`src/rtl/wb_arbiter.sv`:
```
// Purpose : merges results from FU_NUMBER functional units into two writeback ports,
//           buffering each FU in its own 2-entry FIFO and granting round-robin.
// Latency : 1 cycle from accept to writeback (0 cycles via bypass when WB_ARBITER_BYPASS_EN is defined).
// Backpr. : fu_ready[i] drops while FIFO i is full; the FU must hold its result until ready returns.
//
// Ports
//   clk                        single clock
//   rst_n                      reset, asynchronous and ACTIVE-HIGH despite the name
//   flush                      discards every buffered result and restarts round-robin at FU0
//   fu_valid/dest/data/ticket  per-FU result, flattened FU-major ({FU3..FU0})
//   fu_ready                   per-FU "FIFO can accept" (registered count only)
//   wb_valid/dest/data/ticket  two writeback ports, port 0 in the low slice
// Optional feature macro: WB_ARBITER_BYPASS_EN (empty FIFO + valid input may be granted same cycle).
module wb_arbiter #(
    parameter int FU_NUMBER      = 4,
    parameter int DATA_WIDTH     = 32,
    parameter int R_ADDR         = 6,
    parameter int ROB_INDEX_BITS = 3
) (
    input  logic                                clk,
    input  logic                                rst_n,
    input  logic                                flush,
    input  logic [FU_NUMBER-1:0]                fu_valid,
    input  logic [FU_NUMBER*R_ADDR-1:0]         fu_dest,
    input  logic [FU_NUMBER*DATA_WIDTH-1:0]     fu_data,
    input  logic [FU_NUMBER*ROB_INDEX_BITS-1:0] fu_ticket,
    output logic [FU_NUMBER-1:0]                fu_ready,
    output logic [1:0]                          wb_valid,
    output logic [2*R_ADDR-1:0]                 wb_dest,
    output logic [2*DATA_WIDTH-1:0]             wb_data,
    output logic [2*ROB_INDEX_BITS-1:0]         wb_ticket
);
    localparam int EW = R_ADDR + DATA_WIDTH + ROB_INDEX_BITS;
    localparam int PW = (FU_NUMBER > 1) ? $clog2(FU_NUMBER) : 1;

    // Per-FU FIFO state: entries packed as {dest, data, ticket}.
    logic [EW-1:0]        r_mem [FU_NUMBER][2];
    logic [FU_NUMBER-1:0] r_wp;
    logic [FU_NUMBER-1:0] r_rp;
    logic [1:0]           r_cnt [FU_NUMBER];
    logic [PW-1:0]        r_rr_ptr;

    logic [EW-1:0]        w_in   [FU_NUMBER];
    logic [EW-1:0]        w_src  [FU_NUMBER];
    logic [FU_NUMBER-1:0] w_elig;
    logic [FU_NUMBER-1:0] w_grant;
    logic [FU_NUMBER-1:0] w_push;
    logic [FU_NUMBER-1:0] w_pop;
    logic [1:0]           w_g_vld;
    logic [PW-1:0]        w_g_idx [2];
    logic [PW-1:0]        w_last;
    logic [PW:0]          w_sum;
    logic [PW-1:0]        w_idx;
    logic [PW:0]          w_rr_sum;
    logic [PW-1:0]        w_rr_nxt;

    // Per-FU input packing, head selection and eligibility.
    always_comb begin
        for (int i = 0; i < FU_NUMBER; i++) begin
            w_in[i] = {fu_dest[i*R_ADDR +: R_ADDR],
                       fu_data[i*DATA_WIDTH +: DATA_WIDTH],
                       fu_ticket[i*ROB_INDEX_BITS +: ROB_INDEX_BITS]};
            // An empty FIFO can only be granted through the bypass, so its source is the live input.
            w_src[i]    = (r_cnt[i] == 2'd0) ? w_in[i] : r_mem[i][r_rp[i]];
            fu_ready[i] = (r_cnt[i] < 2'd2);
`ifdef WB_ARBITER_BYPASS_EN
            w_elig[i]   = !rst_n && !flush && ((r_cnt[i] != 2'd0) || fu_valid[i]);
`else
            w_elig[i]   = !rst_n && !flush && (r_cnt[i] != 2'd0);
`endif
        end
    end

    // Round-robin search from r_rr_ptr; first hit goes to port 0, second to port 1.
    always_comb begin
        w_grant    = '0;
        w_g_vld    = '0;
        w_g_idx[0] = '0;
        w_g_idx[1] = '0;
        w_last     = r_rr_ptr;
        w_sum      = '0;
        w_idx      = '0;
        for (int k = 0; k < FU_NUMBER; k++) begin
            w_sum = {1'b0, r_rr_ptr} + (PW+1)'(k);
            if (w_sum >= (PW+1)'(FU_NUMBER)) begin
                w_sum = w_sum - (PW+1)'(FU_NUMBER);
            end
            w_idx = w_sum[PW-1:0];
            if (w_elig[w_idx] && !w_g_vld[1]) begin
                if (!w_g_vld[0]) begin
                    w_g_vld[0] = 1'b1;
                    w_g_idx[0] = w_idx;
                end else begin
                    w_g_vld[1] = 1'b1;
                    w_g_idx[1] = w_idx;
                end
                w_grant[w_idx] = 1'b1;
                w_last         = w_idx;
            end
        end
    end

    // Pointer restarts just after the last FU served this cycle.
    always_comb begin
        w_rr_sum = {1'b0, w_last} + (PW+1)'(1);
        w_rr_nxt = (w_rr_sum >= (PW+1)'(FU_NUMBER)) ? '0 : w_rr_sum[PW-1:0];
    end

    always_comb begin
        for (int i = 0; i < FU_NUMBER; i++) begin
            w_pop[i]  = w_grant[i] && (r_cnt[i] != 2'd0);
            // A bypassed result (granted while empty) is consumed directly and never stored.
            w_push[i] = fu_valid[i] && fu_ready[i] && !flush &&
                        !(w_grant[i] && (r_cnt[i] == 2'd0));
        end
    end

    always_comb begin
        wb_valid  = w_g_vld;
        wb_dest   = '0;
        wb_data   = '0;
        wb_ticket = '0;
        for (int p = 0; p < 2; p++) begin
            if (w_g_vld[p]) begin
                {wb_dest[p*R_ADDR +: R_ADDR],
                 wb_data[p*DATA_WIDTH +: DATA_WIDTH],
                 wb_ticket[p*ROB_INDEX_BITS +: ROB_INDEX_BITS]} = w_src[w_g_idx[p]];
            end
        end
    end

    always_ff @(posedge clk or posedge rst_n) begin
        if (rst_n) begin
            r_wp     <= '0;
            r_rp     <= '0;
            r_rr_ptr <= '0;
            for (int i = 0; i < FU_NUMBER; i++) r_cnt[i] <= 2'd0;
        end else if (flush) begin
            r_wp     <= '0;
            r_rp     <= '0;
            r_rr_ptr <= '0;
            for (int i = 0; i < FU_NUMBER; i++) r_cnt[i] <= 2'd0;
        end else begin
            for (int i = 0; i < FU_NUMBER; i++) begin
                if (w_push[i]) r_wp[i] <= ~r_wp[i];
                if (w_pop[i])  r_rp[i] <= ~r_rp[i];
                r_cnt[i] <= r_cnt[i] + {1'b0, w_push[i]} - {1'b0, w_pop[i]};
            end
            if (|w_g_vld) r_rr_ptr <= w_rr_nxt;
        end
    end

    // Storage needs no reset: counts gate every read.
    always_ff @(posedge clk) begin
        for (int i = 0; i < FU_NUMBER; i++) begin
            if (w_push[i]) r_mem[i][r_wp[i]] <= w_in[i];
        end
    end

endmodule

```
`config.mk`:
```
export PLATFORM = sky130hd
export DESIGN_NAME = wb_arbiter
export DESIGN_NICKNAME = d
export VERILOG_FILES = /design/src/rtl/wb_arbiter.sv
export SDC_FILE = /design/constraint.sdc
export NUM_CORES = 1
export LEC_CHECK = 0
export ABC_AREA = 1
export CAP_MARGIN = 20
export CORE_MARGIN = 3
export CORE_UTILIZATION = 50
export DETAILED_ROUTE_END_ITERATION = 6
export PLACE_DENSITY = 0.74
export SYNTH_ARGS = -nofsm -noshare
export SYNTH_HDL_FRONTEND = slang
export SYNTH_SLANG_ARGS = --single-unit
```
`constraint.sdc`:
```
create_clock -name clk -period 9.8 [get_ports clk]
set_input_delay 1.47 -clock clk [delete_from_list [all_inputs] [get_ports clk]]
set_output_delay 1.47 -clock clk [all_outputs]
set_load 0.02 [all_outputs]
```
Run 1, M2 wires:
Scale: 2 px per um.
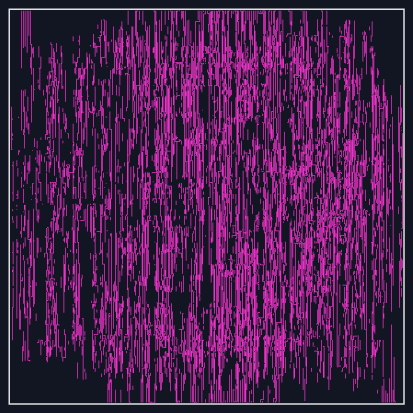
main direction = vertical
wire length on this layer = 28.0 mm
nets with wire on the layer = 1884
longest straight run = 86.7 um
share of all routed wire = 45%

Run 1, PDN straps and rails:
Scale: 2 px per um. Pins as bars on the die edge.
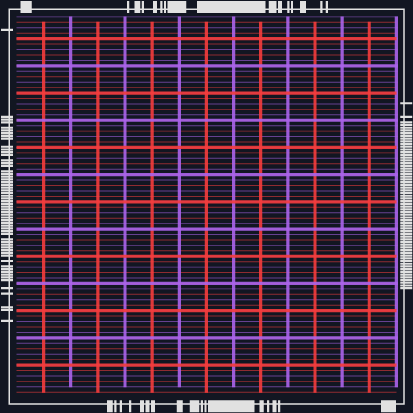
VSS -> red
VDD -> purple
met5 straps = 13
rows = 69
met1 rails = 70
met4 straps = 14
signal pins = 259

==> results.ini, run 1 <==
[detailed_routing]
avgRoutedWirePerCell_um=22.2
antenna_left=0
vias_per_cell=5.84
dr.pass1.iters=6
vias=16400
drtIter0Drc=2081
wl_um=62600

[floorplanning]
ios=259
die_height_um=197
core_mm2=0.0357
taps=461
dieWidth_um=197
die_area_mm2=0.0386
rows=69

[layout]
clk_share_pct=5.55
diodes=10
clock_buffers=49
ff_count=346
sh_seq_area_pct=46.3
logic_gates=1574
comb-cell-share_pct=31.6
finalNetCount=2501
final_util_pct=62.4
stdcell_count=2813
buffers_excl_clock=291
area.sequential_mm2=0.0103
inv_count=61
bufAreaShareNonClock_pct=12.8
drive_above_1_share_pct=5.00
largest_reg_flops=328
fillers=3006
area_growth_pct=22.6
combGateArea_mm2=0.00704

[cts]
worstSkewPairLatency_ns=0.53
cts_resized=0
ctsHtreeMaxLevel=2
clk_path_buf_depth=3
clkSinkCount=346
cts_tree=built
cts_hold_buf=0

[worst_hold_path]
min_path_type=reg -> reg

[global_routing]
antenna_found_initial=12
grt_pass1_wl_um=93900
grt_util_met2_pct=47.7
met1_usage_pct=45.6
overflow=0
grt.total_usage_pct=31.7
grt_pass1_vias=15300
grt_most_used_layer=met2

[power_and_ir_drop]
p_leak_nw=8.60
p_total_w=0.00743
seq_power_share_pct=25.5
vdd_drop_max_v=0.000185
switching_share_pct=46.6
combPwrFrac_pct=55.3
internal-power_w=0.00397
p_per_area_mw_per_mm2=334
switchingPower_w=0.00346

[final_timing]
finalMaxSlewViolations=0
rsz0062_at_grt=no
worst_slew_pin_slew_ns=1.00
worst_hold_slack_ns=0.508
hold_viol_final=0
layout_setup_ws_ns=2.61
max_slew_margin_pct=32.6
setup_viol=0
skew_ns=0.0158
fmax_mhz=139
setup_tns_ns=0

[placed_design]
place_ws_ns=2.70
dpl.cell_count=2732
io_buffer_count=258
hpwlAfterDp_um=42600
placed_cell_area_mm2=0.0210

[run]
drv_cap=0

[logic_synthesis]
ys_sh_aoi_pct=6.84
fp_nets=2316
simple_gate_share_pct=30.0
syn_inst=2127
postSynthAreaPerCell_um2=8.54
muxShareOfSynthArea_pct=0
synth-adder-area-share_pct=1.24
synth.logic.top_family=simple AND/OR/NAND/NOR gates
synth_flops=346
postSynthSeqShare_pct=56.7
synthDistinctLibCells=28
yosysWarnings=0
yosys_cells=2127
synth-xor-area-share_pct=0.386

[critical_path]
reg2reg_setup_slack_ns=5.56
required_ns=8.33
cp_max_fo=42
criticalPathCategory=in -> out
crit_buf_inv=6
endpoint_kind=output pin
slowest_stage=clkdlybuf4s50_1
crit_chain=clkdlybuf4s50_1 > buf_4 > nor2_4 > nand3_1 > nand3_1 > nand2_1 > nand2_4 > nor2_1 > nand2_1 > inv_1 > nor2_1 > nor2_4 > buf_4 > inv_2 > nand3_1 > nand2_1 > nor2_1 > clkdlybuf4s50_1
arrival_ns=5.72

[run_status]
status=complete, no violations

Run 1, sequential cells grouped by signal name:
Scale: 2 px per um. Other sequential cells in the stronger gray, the rest of the logic in the fainter gray.
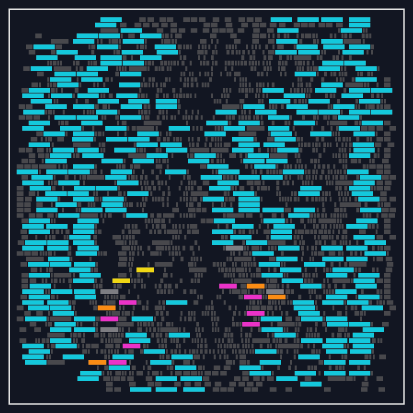
`r_rr_ptr` -> yellow  # placed flops 2
`r_mem` -> cyan  # placed flops 328, where all over the die
`r_wp` -> orange  # placed flops 4
`r_cnt` -> magenta  # placed flops 8
not colored = 4

[run 1: tightest hold or removal path, stage by stage (launching register included)]
cell and delay [ns]:
dfrtp_1 0.34, nand3_1 0.07, nand2_1 0.06
[run 1: cell usage after synthesis]
| cell type | number | share of area (%) |
|---|---|---|
| nand2_1 | 669 | 14 |
| nor2_1 | 332 | 6.9 |
| edfxtp_1 | 328 | 54 |
| nand3_1 | 301 | 8.3 |
| o21ai_0 | 100 | 2.8 |
| a31oi_1 | 90 | 3.1 |
| clkbuf_1 | 87 | 1.8 |
| inv_1 | 50 | 1.0 |
| buf_2 | 40 | 1.1 |
| a21oi_1 | 30 | 0.83 |
| dfrtp_1 | 18 | 2.5 |
| ha_1 | 18 | 1.2 |
| nand3b_1 | 11 | 0.45 |
| buf_4 | 10 | 0.41 |
| buf_1 | 7 | 0.14 |
| inv_2 | 6 | 0.12 |
| nand2_2 | 6 | 0.21 |
| clkinv_1 | 5 | 0.10 |
| xnor2_1 | 4 | 0.19 |
| xor2_1 | 4 | 0.19 |
| buf_6 | 2 | 0.12 |
| nor2_2 | 2 | 0.069 |
| nor2_4 | 2 | 0.12 |
| a21oi_4 | 1 | 0.090 |
| nand2_4 | 1 | 0.062 |
| nand3_2 | 1 | 0.055 |
| o211ai_1 | 1 | 0.041 |
| o21ai_1 | 1 | 0.028 |
[run 1: power groups by stage]
stage	sequential [W]	clock [W]	combinational, W
after floorplan	0.00191	0	0.00245
after global placement	0.00192	0	0.00398
after detailed placement	0.00193	0	0.00401
after CTS	0.00190	0.00144	0.00403
after global routing	0.00191	0.00150	0.00441
final	0.00190	0.00143	0.00411
[run 1: per-layer routing]
layer | part of all wire, % | routed length [um]
met1 | 40 | 24800
met2 | 45 | 28000
met3 | 13 | 7930
met4 | 3.0 | 1870
met5 | 0.021 | 13
[run 1: worst paths after layout]
kind	start	endpoint	depth (start not counted)
worst max-delay path	flush	wb_ticket[1]	18
worst min-delay path	r_wp[1]$_DFFE_PP0P_	r_wp[1]$_DFFE_PP0P_	2
worst max register to register	r_rr_ptr[0]$_DFFE_PP0P_	r_mem[3][47]$_DFFE_PP_	13
worst min register to register	r_wp[1]$_DFFE_PP0P_	r_wp[1]$_DFFE_PP0P_	2
max in group asynchronous	rst_n	r_rp[0]$_DFFE_PP0P_	2
min in group asynchronous	rst_n	r_cnt[7]$_DFF_PP0_	2
[run 1: cells in the final DEF, fill, tap and decap left out, types with 7 or more instances in the layout]
cell	synthesis	layout
a21oi_1	30	30
a31oi_1	90	90
buf_4	10	32
clkbuf_1	87	8
clkbuf_16	0	41
clkdlybuf4s50_1	0	258
clkinv_1	5	17
dfrtp_1	18	18
diode_2	0	10
edfxtp_1	328	328
ha_1	18	18
inv_1	50	47
nand2_1	669	663
nand2_2	6	12
nand3_1	301	300
nand3b_1	11	11
nor2_1	332	328
nor2_4	2	7
o21ai_0	100	100
[run 1: kinds of logic (layout without fill, tap and decap cells)]
logic type | count (synthesis) | in the layout
flip-flops | 346 | 346
AND/OR/NAND/NOR | 1325 | 1325
adder cells (fa/ha/maj) | 18 | 18
buffers and inverters | 207 | 422
AND-OR/OR-AND | 223 | 223
XOR/XNOR | 8 | 8
other | 0 | 10
==> run 2, diff against run 1 <==
- PLACE_DENSITY: 0.74 -> 0.77
- clock period: 9.8 -> 6.4 ns (I/O delays scaled with it)
Run 2, sequential cells grouped by signal name:
Scale: 2 px per um. Other sequential cells in the stronger gray, the rest of the logic in the fainter gray.
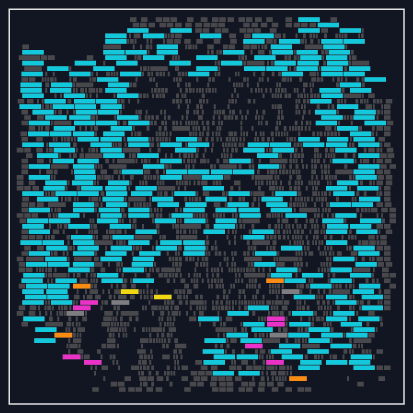
`r_cnt` -> magenta  # placed flops 8
`r_mem` -> cyan  # placed flops 328, where all over the die
`r_wp` -> orange  # placed flops 4
`r_rr_ptr` -> yellow  # placed flops 2
not colored = 4

Run 2, cell density map:
Scale: 2 px per um. 20 x 20 tiles, from black (low) to pale yellow (high), 0 to 100% covered.
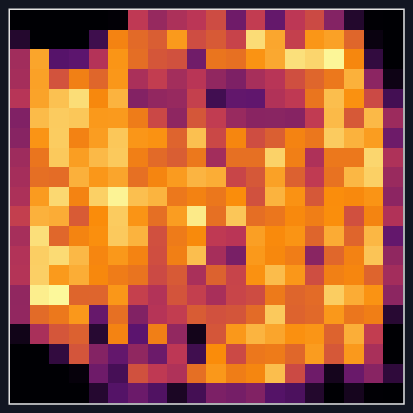
nearly empty tiles = 7.0%
densest ninth of the die = west
emptiest ninth of the die = south-west
mean over tiles = 56%

Run 2, M2 wires:
Scale: 2 px per um.
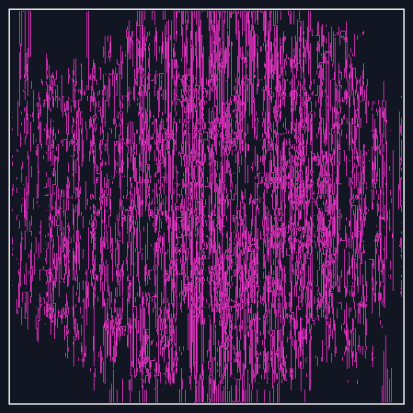
share of all routed wire = 44%
main direction = vertical

==> run 2 against run 1 <==
  * Final cell count unchanged
  * First-iteration DRC count increased by 18%
  * Core utilization increased by 0.16 points
  * Sequential cell count stayed put
  * Sequential share of layout area decreased by 0.12 points
  * Power grew 54%
  * Clock power increased by 52%
  * Synthesized cell count unchanged
  * Die size unchanged
  * Clock skew rose by 0.0055 ns
  * Sequential power increased by 53%
  * Critical path depth fell by 3
==> results.ini, run 2 <==
[critical_path]
criticalPathCategory=reg -> out
endpoint_kind=output pin
arrival_ns=4.91  ; -0.81 ns
cp_max_fo=87  ; +110%
required_ns=5.44  ; -2.89 ns

[final_timing]
worst_slew_pin_slew_ns=1.06  ; +0.0585 ns
post-route-min-period_ns=5.87
max_slew_margin_pct=28.4  ; -4.2 points
setup_tns_ns=0  ; unchanged
hold_viol_final=0  ; unchanged
finalMaxSlewViolations=0  ; unchanged
rsz0062_at_grt=no
skew_ns=0.0213  ; +0.00554 ns
setup_viol=0  ; unchanged
fmax_mhz=170

[cts]
ctsHtreeMaxLevel=2  ; unchanged
clkSinkCount=346  ; unchanged
worstSkewPairLatency_ns=0.53  ; about the same
clk_path_buf_depth=3  ; unchanged
cts_resized=0  ; unchanged
cts_tree=built

[run_status]
status=complete, no violations

[detailed_routing]
vias_per_cell=5.86  ; +0.37%
avgRoutedWirePerCell_um=22.0  ; -0.95%
dr.pass1.iters=7  ; +1
wl_um=62000  ; -0.95%
vias=16500  ; +0.37%
antenna_left=0  ; unchanged

[logic_synthesis]
postSynthAreaPerCell_um2=8.54  ; unchanged
synth_flops=346  ; unchanged
edf_count=328  ; unchanged
synthDominantCellAreaShare_pct=54.2  ; unchanged
syn_inst=2127  ; unchanged
synthTopCellsByArea=edfxtp_1 (54%), nand2_1 (14%), nand3_1 (8.3%)
top_area_cell=edfxtp_1
postSynthSeqShare_pct=56.7  ; unchanged
flop_cell=edfxtp_1
common_cells=nand2_1 (669), nor2_1 (332), edfxtp_1 (328)
ys_async_sr_fraction_pct=5.20  ; unchanged
yosys_cells=2127  ; unchanged
yosysWarnings=0  ; unchanged
synth_dominant_cell_count=nand2_1
fp_nets=2316  ; unchanged

[floorplanning]
ios=259  ; unchanged
dieWidth_um=197  ; unchanged
die_height_um=197  ; unchanged
die_area_mm2=0.0386  ; unchanged
rows=69  ; unchanged
core_mm2=0.0357  ; unchanged

[global_routing]
grt_pass1_vias=15200  ; -0.72%
grt.total_usage_pct=31.0  ; -0.69 points
overflow=0  ; unchanged
antenna_found_initial=5  ; -7
grt_pass1_wl_um=91900  ; -2.1%

[placed_design]
hpwlAfterDp_um=42600  ; about the same
io_buffer_count=258  ; unchanged

[layout]
area_growth_pct=22.9
mostFrequentLayoutCells=nand2_1 (663), nor2_1 (328), edfxtp_1 (328)
largest_reg_flops=328  ; unchanged
lay_top_count=nand2_1
drive_above_1_share_pct=5.20  ; +0.20 points
finalNetCount=2506  ; +0.20%

[power_and_ir_drop]
p_per_area_mw_per_mm2=512  ; +53%
p_leak_nw=8.65  ; +0.55%
p_total_w=0.0114  ; +54%
vdd_drop_max_v=0.000280  ; +52%

[run]
drv_cap=0  ; unchanged

[worst_hold_path]
min_path_type=reg -> reg

==> run 2: cell counts after synthesis <==
No cell type changed its count.
==> run 2: per-stage QoR <==
step | instances | hold WS [ns] | instance area [um^2] | setup WS (ns) | utilization (%)
after global routing | 2813 | 0.536 | 22300 | 0.298 | 62.6
after detailed placement | 2736 | 0.490 | 21000 | 0.850 | 59.0
after CTS | 2807 | 0.501 | 22300 | 0.615 | 62.5
after global placement | 2735 | 0.481 | 21000 | 0.892 | 59.0
final | 2813 | 0.504 | 22300 | 0.534 | 62.6
after floorplan | 2127 | 0.469 | 18200 | 2.15 | -
==> run 2: power breakdown <==
group	switching (W)	internal, W
registers	0.0000987	0.00281
clock network	0.000899	0.00128
logic	0.00436	0.00199
==> run 2: cell type report <==
class                           count  area, um^2
Antenna cell                        5        12.5
Clock buffer                       50        1040
Clock inverter                     21         200
Fill cell                        2948       13300
Inverter                           61         229
Multi-Input combinational cell   1574        7040
Sequential cell                   346       10300
Tap cell                          461         577
Timing Repair Buffer              295        2920
==> run 2: layer usage <==
layer | part of all wire, % | GRT usage, %
met5 | 0 | 0
met4 | 4.3 | 12.4
met3 | 13 | 6.15
met2 | 44 | 45.9
met1 | 39 | 45.2
==> run 2: kinds of logic after synthesis <==
group	share of synthesized area, %
AOI/OAI and AO/OA	6.84
xor gates and xnor gates	0.386
adders and majority gates	1.24
buffers and inverters	4.84
DFF	56.7
and+or+nand+nor	30.0
==> run 2: final timing paths <==
| check | from | to | slack, ns | cells past startpoint |
|---|---|---|---|---|
| max | r_rr_ptr[0]$_DFFE_PP0P_ | wb_data[44] | 0.53 | 15 |
| min | r_wp[1]$_DFFE_PP0P_ | r_wp[1]$_DFFE_PP0P_ | 0.50 | 2 |
| max reg2reg | r_rr_ptr[0]$_DFFE_PP0P_ | r_mem[3][61]$_DFFE_PP_ | 2.20 | 12 |
| min reg2reg | r_wp[1]$_DFFE_PP0P_ | r_wp[1]$_DFFE_PP0P_ | 0.50 | 2 |
| max in group asynchronous | rst_n | r_wp[0]$_DFFE_PP0P_ | 4.85 | 2 |
| min in group asynchronous | rst_n | r_cnt[5]$_DFF_PP0_ | 1.00 | 2 |
==> run 2: critical path: stages (launching register included) <==
cell	delay, ns
dfrtp_1	0.65
inv_2	0.25
ha_1	0.39
inv_1	0.20
nand3_1	0.12
nand2_2	0.17
nand2_4	0.11
a21oi_4	0.31
nand2_2	0.13
nand2_2	0.42
nand2_2	0.12
buf_12	0.23
nor2_1	0.16
nor2_1	0.06
nor2_1	0.27
clkdlybuf4s50_1	0.67
Power is estimated from default activity; no workload was simulated.
